`src/rtl/seg_scan_mux.sv`:
```
// ---------------------------------------------------------------------------
// seg_scan_mux
//
// Drives an N-digit common-anode 7-segment display by lighting one digit at
// a time. A shadow register holds the value on display. Each digit gets a
// slot of PRESCALE clock cycles. The first BLANK_CYC cycles of every slot
// keep all anodes off, so that segment data from the previous digit does
// not ghost onto the next one.
//
// A digit stays dark for its whole slot in either of two cases:
//   - its enable bit is clear, or
//   - it is a suppressed leading zero.
// Digit 0 is never treated as a leading zero.
//
// All outputs are registered and lag the internal scan state by one cycle.
//
// Ports:
//   clk_i     in   1         system clock
//   rst_i     in   1         synchronous reset, active-high
//   data_i    in   4*DIGITS  value to display; nibble i feeds digit i (0 = rightmost)
//   load_i    in   1         capture data_i into the shadow register
//   dig_en_i  in   DIGITS    per-digit enable, 1 = digit may light
//   lz_en_i   in   1         leading-zero suppression enable
//   hex_o     out  4         nibble of the current digit, to the 7-seg decoder
//   an_o      out  DIGITS    active-low anodes (one low bit, or all ones)
//   blank_o   out  1         1 = force all segments off this cycle
//   idx_o     out  3         current digit index
// ---------------------------------------------------------------------------
module seg_scan_mux #(
    parameter int DIGITS    = 8,
    parameter int PRESCALE  = 100000,
    parameter int BLANK_CYC = 1000
) (
    input  logic                  clk_i,
    input  logic                  rst_i,
    input  logic [4*DIGITS-1:0]   data_i,
    input  logic                  load_i,
    input  logic [DIGITS-1:0]     dig_en_i,
    input  logic                  lz_en_i,
    output logic [3:0]            hex_o,
    output logic [DIGITS-1:0]     an_o,
    output logic                  blank_o,
    output logic [2:0]            idx_o
);

    localparam int              PW         = $clog2(PRESCALE);
    localparam logic [PW-1:0]   PRESC_LAST = PW'(PRESCALE - 1);
    localparam logic [PW-1:0]   BLANK_LEN  = PW'(BLANK_CYC);
    localparam logic [2:0]      IDX_LAST   = 3'(DIGITS - 1);

    // Scan state
    logic [PW-1:0]          r_presc;
    logic [2:0]             r_idx;
    logic [4*DIGITS-1:0]    r_shadow;

    // Per-digit views of the shadow register
    logic [3:0]             w_nib [DIGITS];
    logic [DIGITS-1:0]      w_vis;

    // Selected-digit values feeding the output registers
    logic                   w_tick;
    logic [3:0]             w_hex_cur;
    logic                   w_vis_cur;
    logic                   w_lit;
    logic [DIGITS-1:0]      w_an_lit;

    assign w_tick = (r_presc == PRESC_LAST);

    // Visibility of each digit. A digit above 0 is a leading zero when it
    // and every digit to its left hold zero.
    genvar gi;
    generate
        for (gi = 0; gi < DIGITS; gi++) begin : g_dig
            assign w_nib[gi] = r_shadow[4*gi +: 4];
            if (gi == 0) begin : g_first
                assign w_vis[gi] = dig_en_i[gi];
            end else begin : g_upper
                assign w_vis[gi] = dig_en_i[gi] &
                                   ~(lz_en_i & (r_shadow[4*DIGITS-1:4*gi] == '0));
            end
        end
    endgenerate

    // Select the nibble and visibility bit of the active digit. A compare
    // loop is used because DIGITS need not be a power of two.
    always_comb begin
        w_hex_cur = '0;
        w_vis_cur = 1'b0;
        for (int i = 0; i < DIGITS; i++) begin
            if (r_idx == 3'(i)) begin
                w_hex_cur = w_nib[i];
                w_vis_cur = w_vis[i];
            end
        end
    end

    assign w_an_lit = ~(DIGITS'(1) << r_idx);
    assign w_lit    = (r_presc >= BLANK_LEN) && w_vis_cur;

    // Prescaler and digit counter
    always_ff @(posedge clk_i) begin
        if (rst_i) begin
            r_presc <= '0;
            r_idx   <= '0;
        end else if (w_tick) begin
            r_presc <= '0;
            r_idx   <= (r_idx == IDX_LAST) ? 3'd0 : r_idx + 3'd1;
        end else begin
            r_presc <= r_presc + PW'(1);
        end
    end

    // Shadow register. A load is independent of the tick.
    always_ff @(posedge clk_i) begin
        if (rst_i) begin
            r_shadow <= '0;
        end else if (load_i) begin
            r_shadow <= data_i;
        end
    end

    // Output registers. hex_o follows the active digit even while it is
    // blanked, so the decoder input is already settled when the anode
    // switches on.
    always_ff @(posedge clk_i) begin
        if (rst_i) begin
            hex_o   <= '0;
            an_o    <= '1;
            blank_o <= 1'b1;
            idx_o   <= '0;
        end else begin
            hex_o <= w_hex_cur;
            idx_o <= r_idx;
            if (w_lit) begin
                an_o    <= w_an_lit;
                blank_o <= 1'b0;
            end else begin
                an_o    <= '1;
                blank_o <= 1'b1;
            end
        end
    end

endmodule
```
`config.mk`:
```
export PLATFORM = sky130hd
export DESIGN_NAME = seg_scan_mux
export DESIGN_NICKNAME = d
export VERILOG_FILES = /design/src/rtl/seg_scan_mux.sv
export SDC_FILE = /design/constraint.sdc
export NUM_CORES = 1
export LEC_CHECK = 0
export CAP_MARGIN = 20
export CELL_PAD_IN_SITES_DETAIL_PLACEMENT = 0
export CELL_PAD_IN_SITES_GLOBAL_PLACEMENT = 1
export CORE_ASPECT_RATIO = 0.5
export CORE_UTILIZATION = 42
export CTS_CLUSTER_SIZE = 24
export DETAILED_ROUTE_END_ITERATION = 8
export PLACE_DENSITY = 0.95
export SKIP_LAST_GASP = 1
export SLEW_MARGIN = 0
export SYNTH_ARGS = -nofsm -noshare
export SYNTH_HDL_FRONTEND = slang
export SYNTH_SLANG_ARGS = --single-unit
```
`constraint.sdc`:
```
create_clock -name clk_i -period 5.2 [get_ports clk_i]
set_input_delay 0.52 -clock clk_i [delete_from_list [all_inputs] [get_ports clk_i]]
set_output_delay 0.52 -clock clk_i [all_outputs]
set_load 0.02 [all_outputs]
```
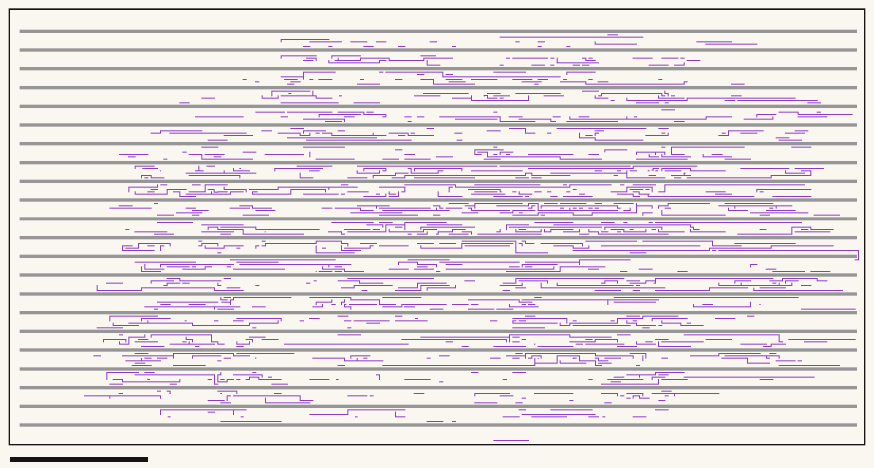
*Metal 1*
Bar = 20 microns. Supply wires on this layer in grey.
share of all routed wire: 47%
nets with wire on the layer: 405

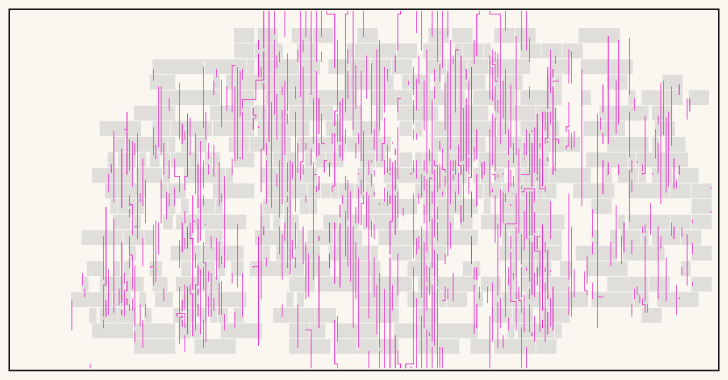
*The metal 2 layer*
main direction: vertical
wire length on this layer: 3510 microns

==> flow_metrics.py <==
# Auto-generated metrics
metrics = {
    "setup_path": {
        "cp.arrival_ps": 2530,
        "r2r_setup_slack_ps": 2910,
        "worst-r2r-cell-count": 6,
        "startpoint_type": "flop",
        "critPathKind": "reg -> reg",
        "end_kind": "flop",
    },
    "finish": {
        "lay_top_count": "dfxtp_1",
        "diodes": 0,
        "stdcell_count": 488,
    },
    "logic_synthesis": {
        "fa_ha_area_frac": 0.0321,
        "async_flop_share": 0,
        "enable_flop_cells": 0,
        "postSynthCellCount": 336,
    },
    "routing": {
        "drtPass1Iterations": 4,
        "via_per_inst": 5.32,
    },
    "hold_path": {
        "holdPathStages": 1,
        "holdPathEnd": "r_presc[0]",
    },
    "die": {
        "chipArea_sq_um": 7790,
    },
    "placed_design": {
        "dpl.hpwl_mm": 5.24,
    },
    "clock_tree": {
        "cts_buffers": 9,
    },
    "global_routing": {
        "antenna_found_initial": 0,
        "grt_usage": 0.210,
    },
    "power_and_ir_drop": {
        "finalPower_mw": 1.35,
    },
    "final_timing": {
        "rsz0062_at_grt": "false",
        "tightest_slew_ps": 930,
        "fin_ws_ps": 2910,
        "setup_tns_ps": 0,
    },
    "job": {
        "tool_warnings": 32,
    },
    "outcome": {
        "status": "complete, no violations",
    },
}
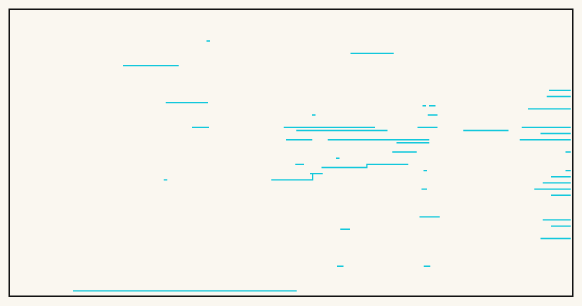
*Met3 routing*
longest straight run: 49.0 microns
wire length on this layer: 309 microns
share of all routed wire: 4.1%
nets with wire on the layer: 32
main direction: horizontal

## how the worst max path moves through the flow
stage | start | end | cells past startpoint
CTS | r_idx[2] | hex_o[1] | 6
global route | r_idx[2] | hex_o[3] | 7
detailed placement | lz_en_i | an_o[5] | 6
global placement | rst_i | r_presc[16] | 5
floorplan | r_idx[0] | an_o[3] | 8
finish | r_idx[2] | hex_o[1] | 6
## sequential cells by signal (all words and copies together), names as in the netlist
| name | count |
|---|---|
| r_shadow | 32 |
| r_presc | 17 |
| an_o | 8 |
| hex_o | 4 |
| idx_o | 3 |
| r_idx | 3 |
| blank_o | 1 |
## cells by family (layout without fill, tap and decap cells)
family,Yosys count,after routing
AND-OR/OR-AND,42,42
XOR/XNOR,14,14
adder cells (fa/ha/maj),8,8
buffers and inverters,26,86
flip-flops,68,68
multiplexers,32,32
AND/OR/NAND/NOR,146,146
## routing by layer
layer,up-vias,GRT usage,part of all wire
li1,1291,-,-
met1,1226,0.253,0.47
met5,-,0,0
met3,14,0.0666,0.041
met4,0,0.0828,0.020
met2,64,0.347,0.47
## power groups by stage
stage	Clock, mW	Sequential [mW]	Combinational (mW)
after floorplan	0	0.564	0.0615
after global placement	0	0.567	0.107
after detailed placement	0	0.568	0.110
after CTS	0.691	0.557	0.111
after global routing	0.717	0.560	0.121
final	0.680	0.558	0.111
## final cells by class
class	count	area, sq um
Fill cell	579	2850
Sequential cell	68	1360
Multi-Input combinational cell	242	1650
Clock buffer	11	233
Inverter	10	37.5
Clock inverter	5	100
Timing Repair Buffer	60	593
Tap cell	92	115
## worst reg2reg max path, delay by kind of cell (launching register included)
kind,cells,cell delay (ps)
compound gates,3,760
fa+ha+maj,1,360
simple gates,1,290
flops,1,620
buf+inv,1,170
Power and IR drop assume default switching activity.
